run_1/congestion.png
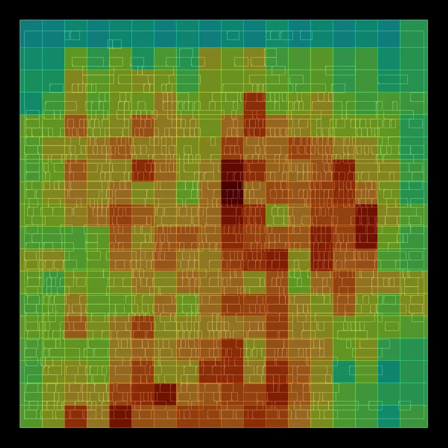
run_1/metal_density.png
The die is cut into 25 by 25 equal tiles; white is low, dark blue is high, scaled to the fullest tile. Values are wire area over tile area, all layers added.
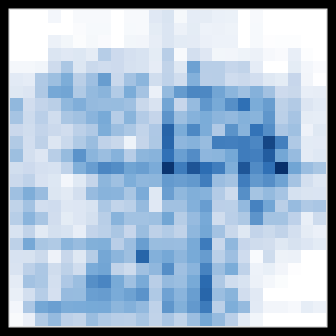
run_1/wires.png
The bar under the picture is 50 um long. Only two layers are drawn.
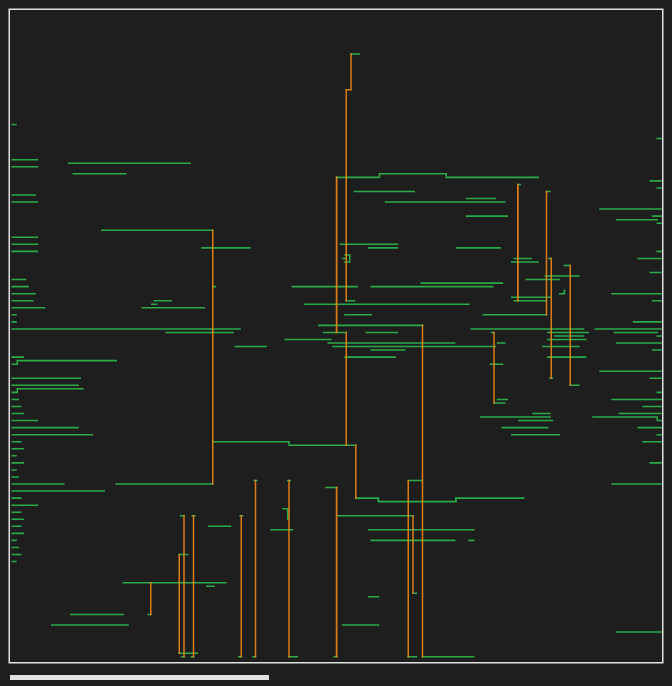
[config.mk]
export PLATFORM = sky130hd
export DESIGN_NAME = instr_encoder_loader
export DESIGN_NICKNAME = d
export VERILOG_FILES = /design/src/rtl/instr_encoder_loader.sv
export SDC_FILE = /design/constraint.sdc
export NUM_CORES = 1
export LEC_CHECK = 0
export ABC_AREA = 1
export CAP_MARGIN = 20
export CORE_UTILIZATION = 40
export CTS_CLUSTER_SIZE = 30
export DETAILED_ROUTE_END_ITERATION = 6
export GPL_TIMING_DRIVEN = 0
export PLACE_DENSITY = 0.76
export SETUP_SLACK_MARGIN = 0.02
export SYNTH_ARGS = -nofsm -noshare
export SYNTH_HDL_FRONTEND = slang
export SYNTH_SLANG_ARGS = --single-unit
[constraint.sdc]
create_clock -name clk -period 2.13 [get_ports clk]
set_clock_uncertainty 0.15 [all_clocks]
set_input_delay 0.426 -clock clk [delete_from_list [all_inputs] [get_ports clk]]
set_output_delay 0.426 -clock clk [all_outputs]
set_load 0.1 [all_outputs]
[src/rtl/instr_encoder_loader.sv]
// Encodes symbolic MIPS instructions and streams them into IM at consecutive word addresses.
// Latency: handshake in cycle N -> im_we/im_addr/im_wdata in cycle N+1 (one registered write stage).
// Backpressure: in_ready is high only in RUN and drops once DEPTH words have been written (FULL).
module instr_encoder_loader #(
    parameter int DEPTH  = 1024,
    parameter int ADDR_W = 32
) (
    input  logic              clk,
    input  logic              rst_n,
    input  logic              start,
    input  logic [ADDR_W-1:0] base_addr,
    input  logic              finish,
    input  logic              in_valid,
    output logic              in_ready,
    input  logic [3:0]        in_instr,
    input  logic [4:0]        in_rs,
    input  logic [4:0]        in_rt,
    input  logic [4:0]        in_rd,
    input  logic [4:0]        in_shamt,
    input  logic [15:0]       in_imm,
    input  logic [25:0]       in_target,
    output logic              im_we,
    output logic [ADDR_W-1:0] im_addr,
    output logic [31:0]       im_wdata,
    output logic [15:0]       word_count,
    output logic              busy,
    output logic              done,
    output logic              err_illegal,
    output logic              err_full
);

    typedef enum logic [1:0] {S_IDLE, S_RUN, S_FULL, S_DONE} state_t;

    state_t            state_q, state_d;
    logic [ADDR_W-1:0] addr_q, addr_d;
    logic              we_q, we_d;
    logic [ADDR_W-1:0] wr_addr_q, wr_addr_d;
    logic [31:0]       wr_data_q, wr_data_d;
    logic [15:0]       cnt_q, cnt_d;
    logic              err_ill_q, err_ill_d;
    logic              err_full_q, err_full_d;

    logic [31:0]       enc_word;
    logic              enc_legal;
    logic              hs;

    // Pack the operand fields of the offered instruction; unused fields are forced to zero
    always_comb begin
        enc_word  = 32'd0;
        enc_legal = 1'b1;
        case (in_instr)
            4'd0:    enc_word = {6'h00, in_rs, in_rt, in_rd, 5'd0, 6'h21};
            4'd1:    enc_word = {6'h00, in_rs, in_rt, in_rd, 5'd0, 6'h23};
            4'd2:    enc_word = {6'h00, in_rs, 5'd0, 5'd0, 5'd0, 6'h08};
            4'd3:    enc_word = {6'h00, 5'd0, in_rt, in_rd, in_shamt, 6'h00};
            4'd4:    enc_word = {6'h0D, in_rs, in_rt, in_imm};
            4'd5:    enc_word = {6'h23, in_rs, in_rt, in_imm};
            4'd6:    enc_word = {6'h2B, in_rs, in_rt, in_imm};
            4'd7:    enc_word = {6'h04, in_rs, in_rt, in_imm};
            4'd8:    enc_word = {6'h0F, 5'd0, in_rt, in_imm};
            4'd9:    enc_word = {6'h03, in_target};
            default: enc_legal = 1'b0;
        endcase
    end

    // Next-state: start has priority over everything, then per-state handshake/finish handling
    always_comb begin
        state_d    = state_q;
        addr_d     = addr_q;
        we_d       = 1'b0;
        wr_addr_d  = wr_addr_q;
        wr_data_d  = wr_data_q;
        cnt_d      = cnt_q;
        err_ill_d  = err_ill_q;
        err_full_d = err_full_q;
        hs         = in_valid && (state_q == S_RUN);

        if (start) begin
            // Restart flushes the pending write by leaving we_d low
            state_d    = S_RUN;
            addr_d     = {base_addr[ADDR_W-1:2], 2'b00};
            cnt_d      = 16'd0;
            err_ill_d  = 1'b0;
            err_full_d = 1'b0;
        end else begin
            case (state_q)
                S_RUN: begin
                    if (hs) begin
                        if (enc_legal) begin
                            we_d      = 1'b1;
                            wr_addr_d = addr_q;
                            wr_data_d = enc_word;
                            addr_d    = addr_q + ADDR_W'(4);
                            cnt_d     = (cnt_q == 16'hFFFF) ? cnt_q : cnt_q + 16'd1;
                            if (cnt_q == 16'(DEPTH - 1)) begin
                                state_d = S_FULL;
                            end
                        end else begin
                            err_ill_d = 1'b1;
                        end
                    end
                    if (finish) begin
                        state_d = S_DONE;
                    end
                end
                S_FULL: begin
                    if (in_valid) begin
                        err_full_d = 1'b1;
                    end
                    if (finish) begin
                        state_d = S_DONE;
                    end
                end
                default: ;
            endcase
        end
    end

    // State and write-stage registers; reset drops any pending write
    always_ff @(posedge clk or negedge rst_n) begin
        if (!rst_n) begin
            state_q    <= S_IDLE;
            addr_q     <= '0;
            we_q       <= 1'b0;
            wr_addr_q  <= '0;
            wr_data_q  <= 32'd0;
            cnt_q      <= 16'd0;
            err_ill_q  <= 1'b0;
            err_full_q <= 1'b0;
        end else begin
            state_q    <= state_d;
            addr_q     <= addr_d;
            we_q       <= we_d;
            wr_addr_q  <= wr_addr_d;
            wr_data_q  <= wr_data_d;
            cnt_q      <= cnt_d;
            err_ill_q  <= err_ill_d;
            err_full_q <= err_full_d;
        end
    end

    // Outputs are decoded from registered state only
    always_comb begin
        in_ready    = (state_q == S_RUN);
        busy        = (state_q == S_RUN);
        done        = (state_q == S_DONE);
        im_we       = we_q;
        im_addr     = wr_addr_q;
        im_wdata    = wr_data_q;
        word_count  = cnt_q;
        err_illegal = err_ill_q;
        err_full    = err_full_q;
    end

endmodule
==> results.txt, run 1 <==
Flow results.

- The number of non-clock inverters in the layout is approximately 70.
- Once layout is done, the placed cells without fillers occupy approximately 8600 um^2.
- The largest net degree at the start of global routing is about 94.
- For the final routed database, the setup TNS stands at 0 ns.
- The startpoint identified for the worst register-to-register timing path is addr_q[3].
- The number of core rows is around 44.
- The clock network fraction of design power is 0.193.
- The region available for standard cell placement spans between 10000 and 15000 um^2.
- The number of cells on the worst reg-to-reg path is 9.
- The number of clock sinks came to 112.
- According to the report, the first pass of detailed routing completed in 6 iterations.
- The async set-or-reset flop fraction in the synthesized netlist is 1.00.
- The area fraction in and, or, nand and nor cells is 0.310.
- The cell class with the largest area share is logic gates.
- The report shows a maximum critical-path fanout of 10.
- The cell count after synthesis is around 810.
- about 190 I/O pins were placed.
- Once the clock tree was built, the resizer swapped 251 gates to a different size.
- The number of warnings reported in the stage logs is 29.
- The fraction of the core area covered by cells at the end of the flow is 0.584.
- The maximum operating frequency is between 400 and 500 MHz.
- The final timing report gives a worst setup slack of between 0.1 and 0.15 ns.
- The width of the die is between 100 and 150 um.
- In the finished design, the share of the clock period the worst path needs comes to 0.943.
- The reg2reg setup slack is 0.26 ns.
- Warnings reported by Yosys during synthesis add up to 0.
- The area taken by flip-flops and latches is between 2000 and 3000 um^2.
- The sum of overflow across all layers after global routing is 0.
- The maximum buffer depth of the clock tree is 2.
- The final antenna-violating net count is 0.
- Per the synthesis report, the XOR/XNOR share of the synthesized area is 0.0129.
- The relative area of non-clock buffer cells in the final design is 0.248.
- The share of synthesized area spent on multiplexers is 0.
- The endpoint required time on the critical path is 2.23 ns.
- The finished layout holds between 1000 and 1500 standard cells, fillers aside.
- Power attributed to the clock group is between 1.5 and 2 mW.
- The placed instance count is about 1200.
- The post-route DRC violation count is 0.
- The element type at the critical path start is a primary input.
- The compound-gate portion of the synthesized area is 0.139.
- For this design, Yosys synthesis ends with a cell count of approximately 800.
- The flow ran to the end, and the final reports show no timing, DRC or antenna violations.
- IR analysis of the VDD net gives a maximum drop of around 0.63 mV.
- The later pin in the worst-skew pair is clocked with a latency of approximately 0.37 ns.
- The final layout contains 1114 nets.
- The detailed-placement wirelength estimate is ~15 mm.
- The number of flops mapped to enable cells by yosys is 0.
- The combinational share of power is 0.486.
- The placer congestion estimate is 0.922.
- The power group with the highest consumption is combinational logic.
- The final hold violation count recorded for this run is 0.
- The sequential group share of total power is 0.321.
- The predominant post-synthesis flop cell is sky130_fd_sc_hd__dfrtp_1.
- The number of hold buffers added after CTS was 1.
- The cell area that synthesis handed to floorplanning was about 6100 um^2.
- The signed area change from the synthesized netlist to the final layout is 40.7%.
- The via count of the first global-routing pass is between 6000 and 7000.
- In the setup report, the worst path falls into the class primary input to register.
- The global routing met1 resource utilization is 0.344.
- Among logic cells in the layout, the one with the most instances is sky130_fd_sc_hd__nand2_1.
- Sorting the synthesized cells by how often they occur yields sky130_fd_sc_hd__nand2_1 (228), sky130_fd_sc_hd__dfrtp_1 (112), sky130_fd_sc_hd__nor2_1 (92).
- The beginning of the critical path is in_instr[1].
- The worst slack at placement is -0.374 ns.
- The synthesis report lists the most area-consuming cells as sky130_fd_sc_hd__dfrtp_1 (46%), sky130_fd_sc_hd__nand2_1 (14%), sky130_fd_sc_hd__nor2_1 (5.6%).
- The clock network area share is 0.0338.
- The area share of the leading cell type in the synthesized netlist is 0.457.
- The overall die size recorded for this design is roughly 16000 um^2.
- The fraction of cell area in sequential cells is reported as 0.327.
- The transition time recorded at the tightest slew-check pin is about 0.72 ns.
- Of the total power, the share spent switching nets is 0.506.
- The relative slew slack is 0.517.
- The tally of unique sky130hd cells used after synthesis is 37.
- The initial DRC count is ~540.
- Max-slew check failures listed in the final report amount to 0.
- Yosys reported a register bit count of 112.
- The share of the core area taken by cells at floorplan is 0.415.
- The library cells used most frequently in the layout, excluding fill and tap cells, are sky130_fd_sc_hd__nand2_1 (227), sky130_fd_sc_hd__dfrtp_1 (99), sky130_fd_sc_hd__clkdlybuf4s50_1 (98).
- The category of the worst setup path capture point is a register.
- The logic share of the area is 0.333.
- The leakage power in the latest report is 3.77 nW.
- The report lists the power per cell area as 1020 nW/um^2.
- Hold is met by 0.320 ns.
- Clock buffers in the final layout number 11.
Back to the opening pictures, congestion.png:
met2 track utilization from global routing: 0.429
aggregate global-route resource usage: 0.262

Back to the opening pictures, metal_density.png:
nearly empty tiles = 9.6%
tiles over half the peak = 16%
fullest tile = 0.69
total number of vias: 6330
Final Routed Wirelength: 19.9 mm
average detailed-routed wire length per instance: 16.6 um

Back to the opening pictures, wires.png:
metal 3 -> green  # wire length 1210 um
metal 4 -> orange  # wire length 586 um

## run 1: layer usage
layer	vias up	wire length, um
li1	3064	-
met1	2974	8720
met2	247	9410
met3	45	1210
met4	0	585
met5	-	0
## run 1: worst max-delay path, stage by stage
cell,delay (ns)
sky130_fd_sc_hd__clkdlybuf4s50_1,0.51
sky130_fd_sc_hd__nor2_2,0.19
sky130_fd_sc_hd__nor2_2,0.07
sky130_fd_sc_hd__nor2_4,0.14
sky130_fd_sc_hd__nand2_2,0.08
sky130_fd_sc_hd__inv_2,0.12
sky130_fd_sc_hd__buf_2,0.30
sky130_fd_sc_hd__nand3_1,0.13
sky130_fd_sc_hd__o21a_1,0.13
## run 1: sequential cells by signal (all words and copies together), names as in the netlist
name and cells:
im_wdata 31, im_addr 30, err_full 1, word_count 16
state_q 2, err_illegal 1, im_we 1, addr_q 30
==> run 2: changes to the inputs <==
--- a/config.mk
+++ b/config.mk
@@ -6,6 +6,7 @@
 export NUM_CORES = 1
 export LEC_CHECK = 0
 export ABC_AREA = 1
+export ABC_CLOCK_PERIOD_IN_PS = 2130
 export CAP_MARGIN = 20
 export CORE_UTILIZATION = 40
 export CTS_CLUSTER_SIZE = 30
==> run 2 against run 1 <==
Against the previous run:
- cell area stayed put
- utilization stayed put
- routed wire length stayed put
- total power stayed put
- register-to-register slack hardly changed
- highest routed layer unchanged
- critical path depth stayed put
- largest power group unchanged
==> results.txt, run 2 <==
Flow results.

- The cell count after synthesis is 812.
- The compound-gate portion of the synthesized area is 0.139.
- Across all checked pins, the minimum headroom to the slew limit is 0.517.
- The element type at the critical path start is a primary input.
- Counting both buffers and inverters, the worst setup path holds a total of 3.
- The relative area of non-clock buffer cells in the final design is 0.248.
- Recorded from the global router log, the overflow total was 0.
- The via count of the first global-routing pass is between 6000 and 7000.
- Per the layout area report, the register area comes to around 2800 um^2.
- Ranked by total cell area, the synthesized netlist is headed by sky130_fd_sc_hd__dfrtp_1 (46%), sky130_fd_sc_hd__nand2_1 (14%), sky130_fd_sc_hd__nor2_1 (5.6%).
- The synth_stat.txt file lists the number of cells as 812.
- After its last routability iteration, the placer logged a weighted congestion of between 0.9 and 1.
- Final hold analysis gives a worst-case slack of around 0.32 ns.
- The final layout contains 1114 nets.
- Per the layout area report, the sequential fraction of cell area is 0.327.
- The layout has 11 clock buffers.
- The maximum buffer depth of the clock tree is 2.
- The beginning of the critical path is in_instr[1].
- Summed over all layers, the routed wires come to between 15 and 20 mm.
- In the final design, more cell area goes to logic gates than to any other class.
- For reference, the critical path cell chain is clkdlybuf4s50_1 > nor2_2 > nor2_2 > nor2_4 > nand2_2 > inv_2 > buf_2 > nand3_1 > o21a_1.
- Per the detail_route report, DRC violations left total 0.
- The routed length on met1 is a little under 9 mm.
- Entering global routing, the biggest net connects roughly 94 pins.
- In this run the worst path has a maximum fanout of 10.
- In the synthesized netlist, the cells that appear most often are sky130_fd_sc_hd__nand2_1 (228), sky130_fd_sc_hd__dfrtp_1 (112), sky130_fd_sc_hd__nor2_1 (92).
- The detailed-placement wirelength estimate is 14.9 mm.
- The detailed router reports a met2 wire length of ~9.4 mm.
- The setup TNS is 0 ns.
- The die covers 15800 um^2.
- Of the total standard cell area in the layout, the multi-input combinational portion is 0.333.
- The number of core rows is 44.
- The total stage count of the critical path is 9.
- The worst IR drop on VDD is around 0.63 mV.
- The library cell used most frequently in the layout, excluding fill and tap cells, is sky130_fd_sc_hd__nand2_1.
- Logged for this run, the post-placement worst setup slack is -0.374 ns.
- The share of synthesized area spent on multiplexers is 0.
- In this run, the synthesized area fraction spent on and/or/nand/nor cells is recorded as 0.310.
- For this design the static power due to leakage is roughly 3.8 nW.
- The warning tally printed by Yosys for this design is 0.
- The core utilization at floorplan is 0.415.
- Of the post-synthesis cell area, the dominant cell type holds 0.457.
- The delay of the slowest critical-path stage is ~0.51 ns.
- For this run, the number of standard cells in the final layout without fillers is between 1000 and 1500.
- The startpoint identified for the worst register-to-register timing path is addr_q[3].
- The width of the die is ~130 um.
- The detailed router used layers up to and including met4.
- The placeable core region is roughly 15000 um^2.
- For the worst flop-to-flop path, the logic depth is 9.
- The initial DRC count is around 540.
- The power per cell area is 1020 nW/um^2.
- The number of endpoints with negative hold slack in the final report is 0.
- Per STA, the worst path accumulates the most delay in the family buffers and inverters.
- The number of non-clock inverters in the layout is approximately 72.
- The predominant post-synthesis flop cell is sky130_fd_sc_hd__dfrtp_1.
- The flow ran to the end, and the final reports show no timing, DRC or antenna violations.
- Per the final report, the share of cell area in clock cells is 0.0338.
- The cell area that synthesis handed to floorplanning was around 6100 um^2.
## run 2: where the power goes
part	switching, mW	leakage [nW]	internal (mW)
clock network	0.836	0.142	0.866
logic	3.33	2.27	0.953
registers	0.294	1.35	2.53
total	4.46	3.77	4.35
## run 2: logic make-up (layout without fill, tap and decap cells)
family                     after synthesis  count (layout)
other                                    1               3
buffers and inverters                  107             307
AOI/OAI and AO/OA                      143             143
DFF                                    112             112
xor gates and xnor gates                 9               9
and+or+nand+nor                        438             438
adders and majority gates                2               2
## run 2: repair_timing
item | CTS | global route
endpoints found under the setup margin | 84 | 27
hold buffers | 1 | 0
setup buffers | 0 | 1
resized | 251 | 14
endpoints found under the hold margin | 19 | 0
pin swaps | 0 | 1
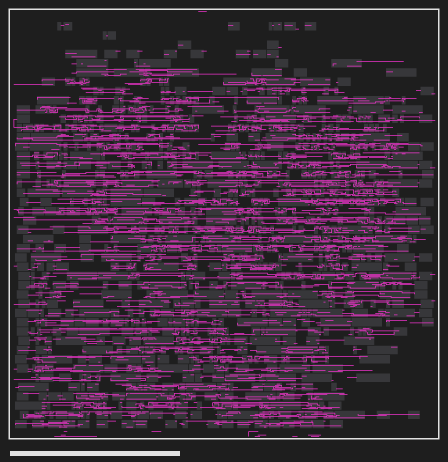
run_2/layer_met1.png
The bar under the picture is 50 um long.
main direction = horizontal
nets with wire on the layer = 993
wire length on this layer = 8720 um
share of all routed wire = 44%
longest straight run = 39.6 um
met1 Track Usage GR: 0.344

==> run 3: changes to the inputs <==
--- a/config.mk
+++ b/config.mk
@@ -9,6 +9,7 @@
 export ABC_CLOCK_PERIOD_IN_PS = 2130
 export CAP_MARGIN = 20
 export CORE_UTILIZATION = 40
+export CTS_CLUSTER_DIAMETER = 30
 export CTS_CLUSTER_SIZE = 30
 export DETAILED_ROUTE_END_ITERATION = 6
 export GPL_TIMING_DRIVEN = 0
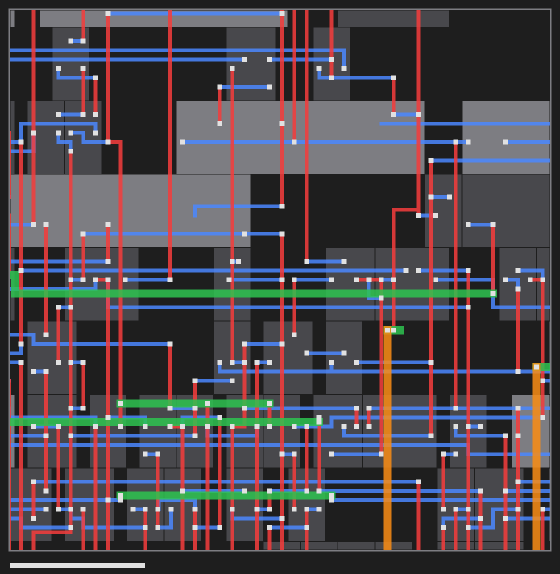
run_3/detail.png
The bar under the picture is 5 um long. Window x 84 to 104, y 84 to 104 um. Cells in gray, sequential cells in the stronger gray; small squares are vias.
metal 4 -> orange
metal 3 -> green
metal 1 -> blue
metal 2 -> red
sequential cells in the window = 2
netlist names of flops here include = addr_q (1), im_addr (1)
cells with their middle in the window = 34
most frequent = nand2_1 (10), nor2_1 (8), nand3_1 (5)

==> run 3 against run 2 <==
Against the previous run:
- total power unchanged
- worst setup slack unchanged
- utilization unchanged
- count of clock-buffer cells in the layout unchanged
- global-route usage unchanged
- first-iteration DRC count unchanged
- combinational power about the same
- fmax unchanged
- hold slack unchanged
- synthesized cell count unchanged
- critical path depth unchanged
- register-to-register slack about the same
- critical path type unchanged
==> results.txt, run 3 <==
Flow results.

- The aggregate global-route resource usage is 0.262.
- The worst-case IR drop observed on VDD is 0.628 mV.
- The maximum buffer depth of the clock tree is 2.
- The number of nets in the final layout is 1114.
- The final timing summary puts the cycle share of the worst path at 0.943.
- Listed in order, past its start point the critical path passes clkdlybuf4s50_1 > nor2_2 > nor2_2 > nor2_4 > nand2_2 > inv_2 > buf_2 > nand3_1 > o21a_1.
- The number of clock-tree buffers in the layout is 11.
- The design area is 8620 um^2.
- The reg2reg setup slack is 0.26 ns.
- The number of flops mapped to enable cells by yosys is 0.
- The cell count after synthesis is approximately 810.
- The setup TNS is 0 ns.
- The core utilization at floorplan is 0.415.
- The flow ran to the end, and the final reports show no timing, DRC or antenna violations.
- The share of the final layout cell area in sequential cells is 0.327.
- The sum of overflow across all layers after global routing is 0.
- The worst setup path is of the primary input to register kind.
- The buffers inserted during post-CTS setup optimization is 0.
- The placeable core region is 14800 um^2.
- The total leakage power is about 3.8 nW.
- The fraction of cell area in multi-input combinational cells is reported as 0.333.
- The synthesis report lists the most area-consuming cells as sky130_fd_sc_hd__dfrtp_1 (46%), sky130_fd_sc_hd__nand2_1 (14%), sky130_fd_sc_hd__nor2_1 (5.6%).
- The number of standard cells in the layout, taps in and fillers out is 1198.
- The highest metal layer with signal wires is met4.
- After synthesis the cells add up to roughly 6100 um^2.
- The report puts the hold buffer count at CTS at 1.
- The placer congestion estimate is a little over 0.9.
- The first detailed-routing pass took 6 iterations.
- The post-route DRC violation count is 0.
- In the detailed route, the total length drawn on met3 is 1.21 mm.
- The overall via count from detail_route is approximately 6300.
- The routed length on met2 is about 9.4 mm.
- Logged for this run, the post-placement worst setup slack is -0.374 ns.
- The largest net degree at the start of global routing is roughly 94.
- The beginning of the critical path is in_instr[1].
- The wire-length estimate of the detail-placed layout is about 15 mm.
- Of the post-synthesis cell area, the dominant cell type holds 0.457.
- Post-CTS repair ended up resizing approximately 250 cells.
- The number of clock sinks is between 100 and 150.
- The final antenna-violating net count is 0.
- Dividing the detail-routed wire length by the instance count gives approximately 17 um.
- The number of cells traversed by the worst register-to-register path is 9.
- The detailed router put a total of between 8 and 9 mm of wire on met1.
- According to the floorplan report, the total die area is between 15000 and 20000 um^2.
- The signed area change from the synthesized netlist to the final layout is 40.7%.
- Per the area breakdown, the dominant cell category is logic gates.
- The report lists the number of standard-cell rows as 44.
- The number of I/O pins is ~190.
- The maximum net fanout on the critical path is 10.
- The initial DRC count is 536.
- The fraction of the core area covered by cells at the end of the flow is 0.584.
- STA classifies the critical path endpoint as a register.
- The max-slew check reports its worst relative slack as 0.517.
- The cell count in the Yosys report is slightly above 800.
- After detailed placement, the design holds a cell count of approximately 1200.
- By count the netlist is led by sky130_fd_sc_hd__nand2_1 (228), sky130_fd_sc_hd__dfrtp_1 (112), sky130_fd_sc_hd__nor2_1 (92).
- Routing resource usage on met2 recorded by global route was 0.429.
- The final timing report lists a max-slew violation count of 0.
- The flip-flop and latch count after synthesis is between 100 and 150.
- OpenROAD emitted warnings numbering 29.
- The warning count from the yosys run is 0.
- The pin slew with the least headroom to its limit is between 0.7 and 0.8 ns.
- The number of non-clock inverters in the layout is 72.
- In the layout the commonest cells are sky130_fd_sc_hd__nand2_1 (227), sky130_fd_sc_hd__dfrtp_1 (99), sky130_fd_sc_hd__clkdlybuf4s50_1 (98).
- The register with the most flip-flops in the layout has 31 of them.
- The via count of the first global-routing pass is just over 6000.
- The width of the die is 126 um.
- The tally of unique sky130hd cells used after synthesis is 37.
- The slowest stage cell on the critical path is sky130_fd_sc_hd__clkdlybuf4s50_1.
- Data on the critical path is required at its endpoint by between 2 and 2.5 ns.
- The launching point of the worst reg2reg path is addr_q[3].
- The maximum operating frequency is 498 MHz.
- The delay of the slowest critical-path stage is ~0.5 ns.
run 3: cells by family (layout without fill, tap and decap cells):
group,count (synthesis),in the layout,share of synthesized area
simple gates,438,438,0.310
flops,112,112,0.457
compound gates,143,143,0.139
buf+inv,107,307,0.0770
other cells,1,3,0.000612
xor+xnor,9,9,0.0129
fa+ha+maj,2,2,0.00408
run 3: worst max-delay path: cells and delay by family:
family | cells | cell delay (ns)
buffers and inverters | 3 | 0.93
AND/OR/NAND/NOR | 5 | 0.61
AND-OR/OR-AND | 1 | 0.13
run 3: report_power, final:
part           switching (mW)  internal [mW]  total (mW)
sequential              0.294           2.53        2.83
combinational            3.33          0.953        4.28
clock                   0.836          0.866        1.70
Power figures rest on the tool's default switching activity, not on a simulated workload.
